--- src/rtl/qam_src_pkg.sv ---
// Shared types and helpers for the QAM symbol source: FSM state, PRBS tap lookup,
// and the per-axis Gray-to-level mapping.
package qam_src_pkg;

  typedef enum logic {IDLE, RUN} state_t;

  function automatic int lfsr_tap(input int w);
    case (w)
      7:       return 6;
      15:      return 14;
      23:      return 18;
      31:      return 28;
      default: return w - 1;
    endcase
  endfunction

  // Gray-decode k bits (MSB first) to n, then centre: 2n - (2^k - 1)
  function automatic int gray_to_level(input logic [2:0] g, input int k);
    int   n;
    logic acc;
    n   = 0;
    acc = 1'b0;
    for (int i = 2; i >= 0; i--) begin
      if (i < k) begin
        acc = acc ^ g[i];
        n   = n * 2 + int'(acc);
      end
    end
    return 2 * n - ((1 << k) - 1);
  endfunction

endpackage

--- src/rtl/prbs_lfsr.sv ---
// Fibonacci PRBS register that advances STEP bits per cycle; bits_out[STEP-1] is
// the first bit generated from the current state.
module prbs_lfsr import qam_src_pkg::*; #(
  parameter int WIDTH = 15,
  parameter int STEP  = 4
) (
  input  logic             clk,
  input  logic             rst_n,
  input  logic             load,
  input  logic [WIDTH-1:0] seed,
  input  logic             step_en,
  output logic [STEP-1:0]  bits_out
);

  localparam int TAP = lfsr_tap(WIDTH);

  logic [WIDTH-1:0] lfsr_q, lfsr_d, adv;
  logic             nb;

  always_comb begin
    adv      = lfsr_q;
    bits_out = '0;
    nb       = 1'b0;
    for (int k = STEP - 1; k >= 0; k--) begin
      nb          = adv[WIDTH-1] ^ adv[TAP-1];
      bits_out[k] = nb;
      adv         = {adv[WIDTH-2:0], nb};
    end
  end

  // All-zero seed would lock the register, so it is replaced by all ones
  always_comb begin
    lfsr_d = lfsr_q;
    if (load)         lfsr_d = (seed == '0) ? '1 : seed;
    else if (step_en) lfsr_d = adv;
  end

  always_ff @(posedge clk or negedge rst_n) begin
    if (!rst_n) lfsr_q <= '1;
    else        lfsr_q <= lfsr_d;
  end

endmodule

--- src/rtl/qam_symbol_source.sv ---
// M-QAM symbol source: PRBS -> Gray mapper -> zero-stuff/hold upsampler on a
// valid/ready stream. Define QAM_SRC_SYM_COUNT_EN to build the emitted-symbol counter.
module qam_symbol_source import qam_src_pkg::*; #(
  parameter  int BITS_PER_SYM = 4,
  parameter  int UPSAMPLE     = 4,
  parameter  int LFSR_WIDTH   = 15,
  localparam int K            = BITS_PER_SYM / 2,
  localparam int LEVEL_W      = K + 1
) (
  input  logic                      clk,
  input  logic                      reset_n,
  input  logic                      enable,
  input  logic                      hold_mode,
  input  logic                      seed_load,
  input  logic [LFSR_WIDTH-1:0]     seed,
  input  logic                      out_ready,
  output logic                      out_valid,
  output logic signed [LEVEL_W-1:0] i_out,
  output logic signed [LEVEL_W-1:0] q_out,
  output logic                      sym_strobe,
  output logic [31:0]               sym_count
);

  localparam int              PH_W    = (UPSAMPLE > 1) ? $clog2(UPSAMPLE) : 1;
  localparam logic [PH_W-1:0] PH_LAST = PH_W'(UPSAMPLE - 1);

  state_t                    state_q, state_d;
  logic [PH_W-1:0]           ph_q, ph_d;
  logic signed [LEVEL_W-1:0] i_q, i_d, q_q, q_d, lvl_i, lvl_q;
  logic                      hold_q, hold_d, strobe_q, strobe_d;
  logic                      load, fetch, hs, last;
  logic [BITS_PER_SYM-1:0]   bits;

  prbs_lfsr #(.WIDTH(LFSR_WIDTH), .STEP(BITS_PER_SYM)) u_prbs (
    .clk      (clk),
    .rst_n    (reset_n),
    .load     (load),
    .seed     (seed),
    .step_en  (fetch),
    .bits_out (bits)
  );

  assign lvl_i = LEVEL_W'(gray_to_level(3'(bits[BITS_PER_SYM-1:K]), K));
  assign lvl_q = LEVEL_W'(gray_to_level(3'(bits[K-1:0]), K));
  assign hs    = (state_q == RUN) && out_ready;
  assign last  = (ph_q == PH_LAST);

  always_comb begin
    state_d  = state_q;
    ph_d     = ph_q;
    i_d      = i_q;
    q_d      = q_q;
    hold_d   = hold_q;
    strobe_d = strobe_q;
    load     = 1'b0;
    fetch    = 1'b0;
    case (state_q)
      // A seed load takes the cycle, so a simultaneous enable starts one cycle later
      IDLE: begin
        if (seed_load) load = 1'b1;
        else if (enable) begin
          fetch   = 1'b1;
          state_d = RUN;
        end
      end
      RUN: begin
        if (hs) begin
          if (!last) begin
            ph_d     = ph_q + 1'b1;
            strobe_d = 1'b0;
            i_d      = hold_q ? i_q : '0;
            q_d      = hold_q ? q_q : '0;
          end else if (enable) begin
            fetch = 1'b1;
          end else begin
            state_d  = IDLE;
            ph_d     = '0;
            strobe_d = 1'b0;
            i_d      = '0;
            q_d      = '0;
          end
        end
      end
      default: state_d = IDLE;
    endcase
    if (fetch) begin
      ph_d     = '0;
      strobe_d = 1'b1;
      i_d      = lvl_i;
      q_d      = lvl_q;
      hold_d   = hold_mode;
    end
  end

  always_ff @(posedge clk or negedge reset_n) begin
    if (!reset_n) begin
      state_q  <= IDLE;
      ph_q     <= '0;
      i_q      <= '0;
      q_q      <= '0;
      hold_q   <= 1'b0;
      strobe_q <= 1'b0;
    end else begin
      state_q  <= state_d;
      ph_q     <= ph_d;
      i_q      <= i_d;
      q_q      <= q_d;
      hold_q   <= hold_d;
      strobe_q <= strobe_d;
    end
  end

  assign out_valid  = (state_q == RUN);
  assign i_out      = i_q;
  assign q_out      = q_q;
  assign sym_strobe = strobe_q;

`ifdef QAM_SRC_SYM_COUNT_EN
  logic [31:0] cnt_q;
  always_ff @(posedge clk or negedge reset_n) begin
    if (!reset_n)        cnt_q <= '0;
    else if (hs && last) cnt_q <= cnt_q + 32'd1;
  end
  assign sym_count = cnt_q;
`else
  assign sym_count = '0;
`endif

endmodule

--- config.mk ---
export PLATFORM = sky130hd
export DESIGN_NAME = qam_symbol_source
export DESIGN_NICKNAME = d
export VERILOG_FILES = /design/src/rtl/qam_src_pkg.sv /design/src/rtl/prbs_lfsr.sv /design/src/rtl/qam_symbol_source.sv
export SDC_FILE = /design/constraint.sdc
export NUM_CORES = 1
export LEC_CHECK = 0
export ABC_AREA = 1
export CAP_MARGIN = 20
export CORE_MARGIN = 5
export CORE_UTILIZATION = 47
export DETAILED_ROUTE_END_ITERATION = 8
export GPL_TIMING_DRIVEN = 0
export PLACE_DENSITY = 0.89
export SYNTH_ARGS = -nofsm -noshare
export SYNTH_HDL_FRONTEND = slang
export SYNTH_HIERARCHICAL = 1
export SYNTH_SLANG_ARGS = --single-unit
--- constraint.sdc ---
create_clock -name clk -period 2.98 [get_ports clk]
set_clock_uncertainty 0.15 [all_clocks]
set_input_delay 0.298 -clock clk [delete_from_list [all_inputs] [get_ports clk]]
set_output_delay 0.298 -clock clk [all_outputs]
set_load 0.01 [all_outputs]
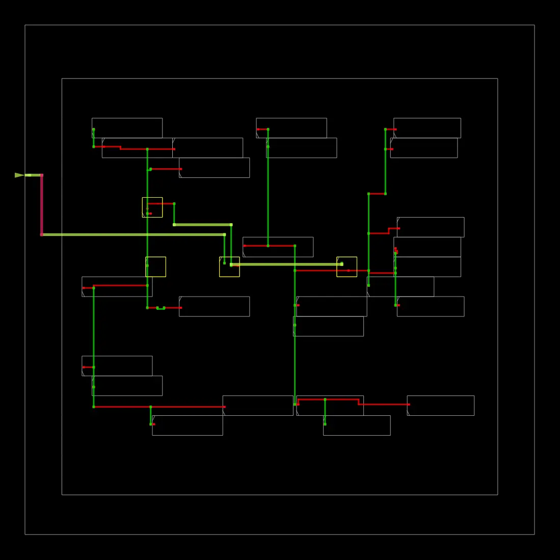
**Above:** run 1 (clock nets).
Clk Latency, worst-skew pair: 330 ps
number of clock-tree buffers in the layout: 3
clock network power: 0.157 mW
FFs & Latches: 25

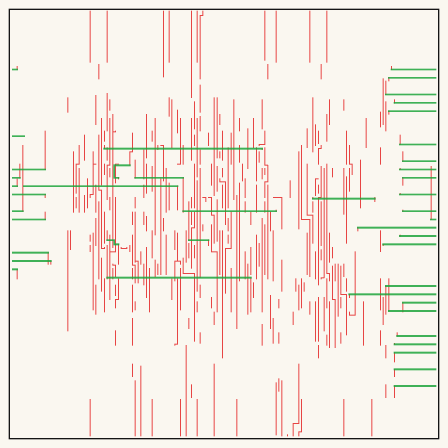
**Above:** run 1 (wiring by layer).
Two of the layers only.
[M2] red | wire length: 1,690 um
[M3] green | wire length: 319 um

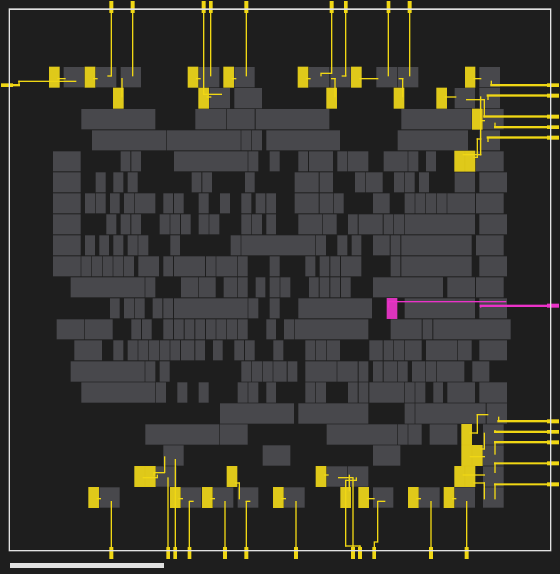
**Above:** run 1 (nets reached from selected ports).
Bar = 20 um.
[hold_mode] magenta | direction: input | edge: right | end cells: 1 | buffers: 1 | wire: 24.5 um
[sym_count] yellow | direction: output | edge: 12 bottom, 10 right, 9 top, 1 left | end cells: 32 | buffers: 32 | wire: 325 um

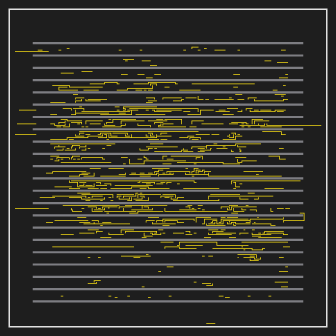
**Above:** run 1 (metal 1).
Supply wires on this layer in gray.
longest straight run: 27.1 um
main direction: horizontal
nets with wire on the layer: 265
share of all routed wire: 42%
wire length on this layer: 1,460 um
Global Route met1 Usage: 0.167
number of vias after detailed routing: 1,467
wire length after detailed routing: 3470 um

==> notes.md, run 1 <==
Latest figures from synthesis and place and route.

The TritonCTS clock tree is done. The area of all placed cells without fillers is 2200 um^2. In this run, the synthesized area fraction spent on adder and majority cells is recorded as 0.00742. In the global route stage, met3 resource usage came out at 0.0402. Synthesis inferred 25 register bits.

The final worst-path cycle share is 0.604. The number of antenna diodes in the final layout is 0. The cell taking the most area after synthesis is sky130_fd_sc_hd__dfstp_2. The core utilization before placement is 0.494.

The design draws 1.69 mW. STA classifies the critical path endpoint as an output port. The violation count after the first detailed-routing iteration is 87. For flop-to-flop paths, the worst setup slack is 1260 ps. At the end of the flow the core is filled with cells to 0.644. The post-detailed-route DRC marker count is 0. Once placement completed, the tool counted placed cells totaling approximately 340.

The total leakage power is between 1 and 1.5 nW. The final critical delay including setup and external delays is 1800 ps. The vertical die dimension reported for this design is 69.9 um.

Counting endpoints that fail hold in the final report gives 0. The netlist uses 26 different library cells. Setup repair after global routing left no endpoint under its margin. The power report puts the net switching power at 0.675 mW.

Routability-driven placement finished with a final weighted congestion of between 0.8 and 0.9. Total global-route track usage over all layers is 0.142. Looking at the VDD voltage map, the peak drop is 337 uV. The number of setup buffers added after CTS is 0. The placed instances occupy a cell area of 2140 um^2. The number of enable-type register cells in the synthesized netlist is 0. The stat command in Yosys gives a chip area of between 1500 and 2000 um^2. For this run, global-route usage on met2 was measured as 0.260. The detailed route wirelength on metal2 is 1690 um. The number of nets with antenna violations after routing is 0.

The share of Yosys cell area claimed by the top area cell type is 0.234. The run finished with clean final reports. Signal routing reaches up to met4.

Per STA, the endpoint of the critical path is q_out[0]. Looking at the clock tree report, the H-tree level count equals 1.
## run 1: registers in the layout, summed over array words and instances, names as in the netlist
register / flops
ph_q: 2
i_out: 2
q_out: 3
u_prbs/lfsr_q: 15
hold_q: 1
out_valid: 1
sym_strobe: 1
## run 1: power by group through the flow
stage / Clock, mW / Sequential (mW) / Combinational, mW
floorplan: 0 / 0.674 / 0.596
global placement: 0 / 0.671 / 0.817
detailed placement: 0 / 0.677 / 0.848
CTS: 0.165 / 0.672 / 0.852
global route: 0.173 / 0.690 / 0.981
finish: 0.157 / 0.675 / 0.854
## run 1: area by class of cell
type,instances,area [um^2]
clock buffers,3,22.5
fillers,303,1220
repair buffers,29,308
plain buffers,39,293
multi-input cells,190,810
clock inverters,1,7.51
flip-flops and latches,25,644
well taps,46,57.6
inverters,14,56.3
==> inputs of run 2 (changes only) <==
Settings changed: CORE_UTILIZATION 47 to 45, PLACE_DENSITY 0.89 to 0.86.
Clock period 2.98 ns to 1.7 ns, I/O delays scaled along.
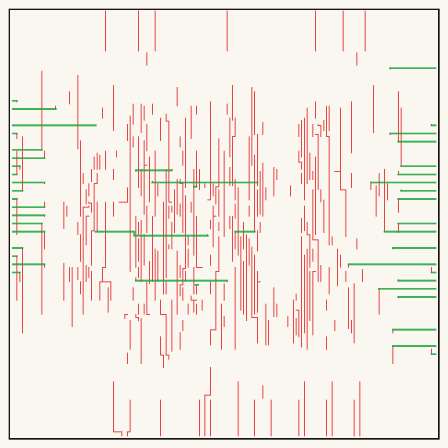
**Above:** run 2 (wiring by layer).
Two of the layers only.
[M3] green | wire length: 263 um
[M2] red | wire length: 1,570 um

==> run 2 against run 1 <==
Largest power group unchanged. Clock power increased by 120%. Synthesized area unchanged. Routed wire length decreased by 2.4%. Non-clock buffer count increased by 2. Cell count increased by 1.2%. Highest routed layer unchanged. Count of clock-buffer cells in the layout unchanged. Combinational power increased by about 80%. Via count decreased by 2.0%. Setup slack got worse by 1100 ps. Total power increased by 82%. Die size increased by 3.8%. Largest cell class unchanged.
==> notes.md, run 2 <==
Latest figures from synthesis and place and route.

The run finished with clean final reports. The met1 routing resource usage after global routing is 0.172 (+0.00571). The post-CTS setup-driven buffer insertion count is 0 (unchanged). The total of fill cells in the finished design is 335 (+11%). The met3 track demand over resource is 0.0266 (-0.0135). The sequential share of power is 0.385. The count of final hold-check violations is 0 (unchanged). The share of Yosys cell area claimed by the top area cell type is 0.234 (unchanged). The total routed wirelength is 3390 um (-2.4%). The total power draw came to 3.07 mW (+82%).

The detailed route wirelength on metal2 is 1570 um (-7.1%). The cell area after placement is 2140 um^2 (+0.12%). The class of the tightest hold or removal check is primary input to asynchronous set/reset pin.

The number of gates resized after CTS was 1. The die height is 71.2 um (+1.9%). After layout, the minimum clock period comes to 1590 ps. STA classifies the critical path endpoint as an output port. The last weighted congestion value of the routability-driven placer is 0.852 (-2.2%).

The number of different library cells in the post-synthesis netlist is 26 (unchanged). The floorplan report gives the top-level pin count as 61. The layout summary lists the proportion of cells stronger than drive strength 1 as 0.238. The transition time recorded at the tightest slew-check pin is 665 ps.

Measured against its own limit, the worst slew margin works out to 0.555. In this build the clock could be raised as far as 0.629 GHz. The number of nets with antenna violations after routing is 0 (unchanged). The later-pin clock latency in the skew report is 270 ps (-60 ps). In this run the deepest clock path goes through 2 buffers. The maximum level of the CTS H-tree is 1 (unchanged). Per Yosys stat, the portion of area used by sequential elements is 0.382.

The count of input and output buffers is 28. The number of enable-type register cells in the synthesized netlist is 0 (unchanged). For the worst reg-to-reg path, the startpoint reported by OpenROAD is ph_q[0].

The highest layer touched by signal routing is met4. The number of cells on the worst reg-to-reg path is 9. The cell taking the most area after synthesis is sky130_fd_sc_hd__dfstp_2. The post-detailed-route DRC marker count is 0 (unchanged). The net switching component of the power is 1.18 mW (+75%).

The via count is 1,437 (-2.0%). The internal reg-to-reg setup slack is 110 ps (-1150 ps). The minimum setup slack in the final design is 111 ps. The power of the clock network is 0.349 mW (+120%). The violation count after the first detailed-routing iteration came to 73 (-16%). The worst setup path is launched from a register.

The global router's overall resource usage was 0.136 (-0.00517). Entering global routing, the biggest net connects 26 pins. The core utilization before placement is 0.464 (-0.0296). Of the available clock period, the critical path in the final layout requires 0.935.

The number of cells after detailed placement came to 344 (+0.58%). The total leakage power is 1.19 nW (+1.7%). The number of inserted diodes is 0 (unchanged).

In the layout the commonest cells are 86 x sky130_fd_sc_hd__nand2_1, 45 x sky130_fd_sc_hd__nor2_1, 37 x sky130_fd_sc_hd__buf_4. The combinational power was 1.54 mW (+80%). The final design utilization came to 0.614 (-0.0296). TritonCTS built the clock tree. The dominant power group in this design is combinational logic.

The area of all placed cells without fillers is 2230 um^2 (+1.5%). The area figure in the yosys stat output came to 1690 um^2 (unchanged). The flip-flop count of the largest register after layout was 15 (unchanged). Of all flip-flops after synthesis, the portion carrying an async set or reset was 1.00. The sequential logic power is 1.18 mW (+75%).

The adder-cell share of the synthesized area is 0.00742 (unchanged). The fraction of met2 tracks used by global routing is 0.230 (-0.0306).
[run 2: worst max path at each step]
stage | from | endpoint | slack (ps)
finish | q_out[0] | q_out[0] | 110
global route | ph_q[0] | u_prbs/lfsr_q[13] | -10
CTS | out_valid | u_prbs/lfsr_q[2] | 20
detailed placement | seed_load | u_prbs/lfsr_q[2] | -190
global placement | seed_load | u_prbs/lfsr_q[2] | -160
floorplan | ph_q[0] | u_prbs/lfsr_q[11] | 170
[run 2: area by class of cell]
cell class	count	area, um^2	share of cell area
Inverter	14	56.3	0.0252
Multi-Input combinational cell	190	812	0.364
Clock inverter	1	5.00	0.00224
Clock buffer	3	41.3	0.0185
Sequential cell	25	644	0.289
Tap cell	48	60.1	0.0269
Timing Repair Buffer	31	310	0.139
Buffer	39	302	0.135
==> inputs of run 3 (changes only) <==
Settings changed: HOLD_SLACK_MARGIN set to 0.03.
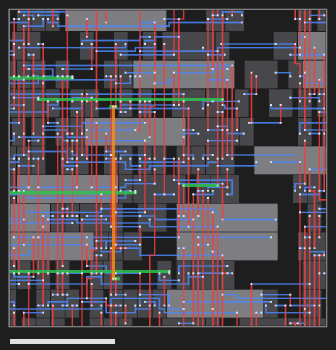
**Above:** run 3 (a small window of the routed layout).
Bar = 10 um. Window x 21 to 51, y 21 to 51 um. Cells in gray, sequential cells in the stronger gray; small squares are vias.
[M3] green
[M2] red
[M4] orange
[M1] blue
cells with their middle in the window: 99
sequential cells in the window: 9
most frequent: nand2_1 (44), nor2_1 (21), dfstp_2 (7)
netlist names of flops here include: u_prbs/lfsr_q (7)

==> run 3 against run 2 <==
Setup slack unchanged. Clock power about the same. Maximum frequency unchanged. Synthesized area unchanged. Global-route usage unchanged. Sequential cell count unchanged. Design area unchanged.
==> notes.md, run 3 <==
Latest figures from synthesis and place and route.

The start point of the critical path is q_out[0]. Signal routing reaches up to met4. The headroom to the max-slew limit is 0.555 (unchanged). The number of I/O pins was 61 (unchanged).

The combinational power is 1.54 mW (about the same). The number of enable-type register cells in the synthesized netlist is 0 (unchanged). The fraction of layout instances using a drive strength above 1 is 0.238 (unchanged). The sequential share of power is 0.385 (about the same). The power of the clock network was 0.349 mW (about the same). The area figure in the yosys stat output is 1690 um^2 (unchanged). The critical register-to-register path startpoint is ph_q[0]. The critical path launch point type is a register. The highest achievable clock rate is 0.629 GHz (unchanged). The number of buffers on the longest clock path came to 2 (unchanged).

The count of input and output buffers is 28 (unchanged). The final worst-path cycle share is 0.935 (unchanged). The area of all placed cells without fillers is 2230 um^2 (unchanged). The largest net degree at the start of global routing is 26 (unchanged).

The core utilization before placement was 0.464 (unchanged). The last weighted congestion value of the routability-driven placer was 0.852 (unchanged). The run finished with clean final reports. The share of flip-flops with an asynchronous set or reset after synthesis came to 1.00 (unchanged). The class of the tightest hold or removal check is primary input to asynchronous set/reset pin. Summed over all instances, the cell type with the most area after synthesis is sky130_fd_sc_hd__dfstp_2. The flip-flop count of the largest register after layout was 15 (unchanged). The final critical delay including setup and external delays is 1590 ps (unchanged). The number of inserted diodes came to 0 (unchanged). The share of Yosys cell area claimed by the top area cell type is 0.234 (unchanged).

The number of cells on the worst reg-to-reg path is 9 (unchanged). The number of gates given a new drive strength after cts is 1 (unchanged). The area occupied by registers came to 644 um^2 (unchanged).

The die height is 71.2 um (unchanged). The total routed wirelength came to 3390 um (unchanged). TritonCTS built the clock tree. The total leakage power is 1.19 nW (unchanged).

Leaving out fill and tap cells, the most frequent cells in the layout are 86 x sky130_fd_sc_hd__nand2_1, 45 x sky130_fd_sc_hd__nor2_1, 37 x sky130_fd_sc_hd__buf_4. The number of different library cells in the post-synthesis netlist is 26 (unchanged). The fraction of met2 tracks used by global routing is 0.230 (unchanged). The count of final hold-check violations came to 0 (unchanged). The power group with the largest share is combinational logic. The met1 routing resource usage after global routing is 0.172 (unchanged).

The net switching component of the power is 1.18 mW (unchanged).
[run 3: stage by stage]
stage	total power [mW]	instances	util	hold slack, ps
CTS	3.04	348	0.603	312
floorplan	2.23	268	-	-276
detailed placement	2.67	344	0.590	307
finish	3.07	351	0.614	160
global placement	2.61	344	0.590	305
global route	3.36	351	0.614	187
[run 3: area by class of cell]
cell class	count	share of cell area
multi-input cells	190	0.364
flip-flops and latches	25	0.289
repair buffers	31	0.139
plain buffers	39	0.135
well taps	48	0.0269
inverters	14	0.0252
clock buffers	3	0.0185
clock inverters	1	0.00224
[run 3: kinds of logic after synthesis]
family | share of synthesized area
and+or+nand+nor | 0.351
buffers and inverters | 0.207
DFF | 0.382
AOI/OAI and AO/OA | 0.0193
xor gates and xnor gates | 0.0312
adders and majority gates | 0.00742
other | 0.00222
Power figures rest on the tool's default switching activity, not on a simulated workload.
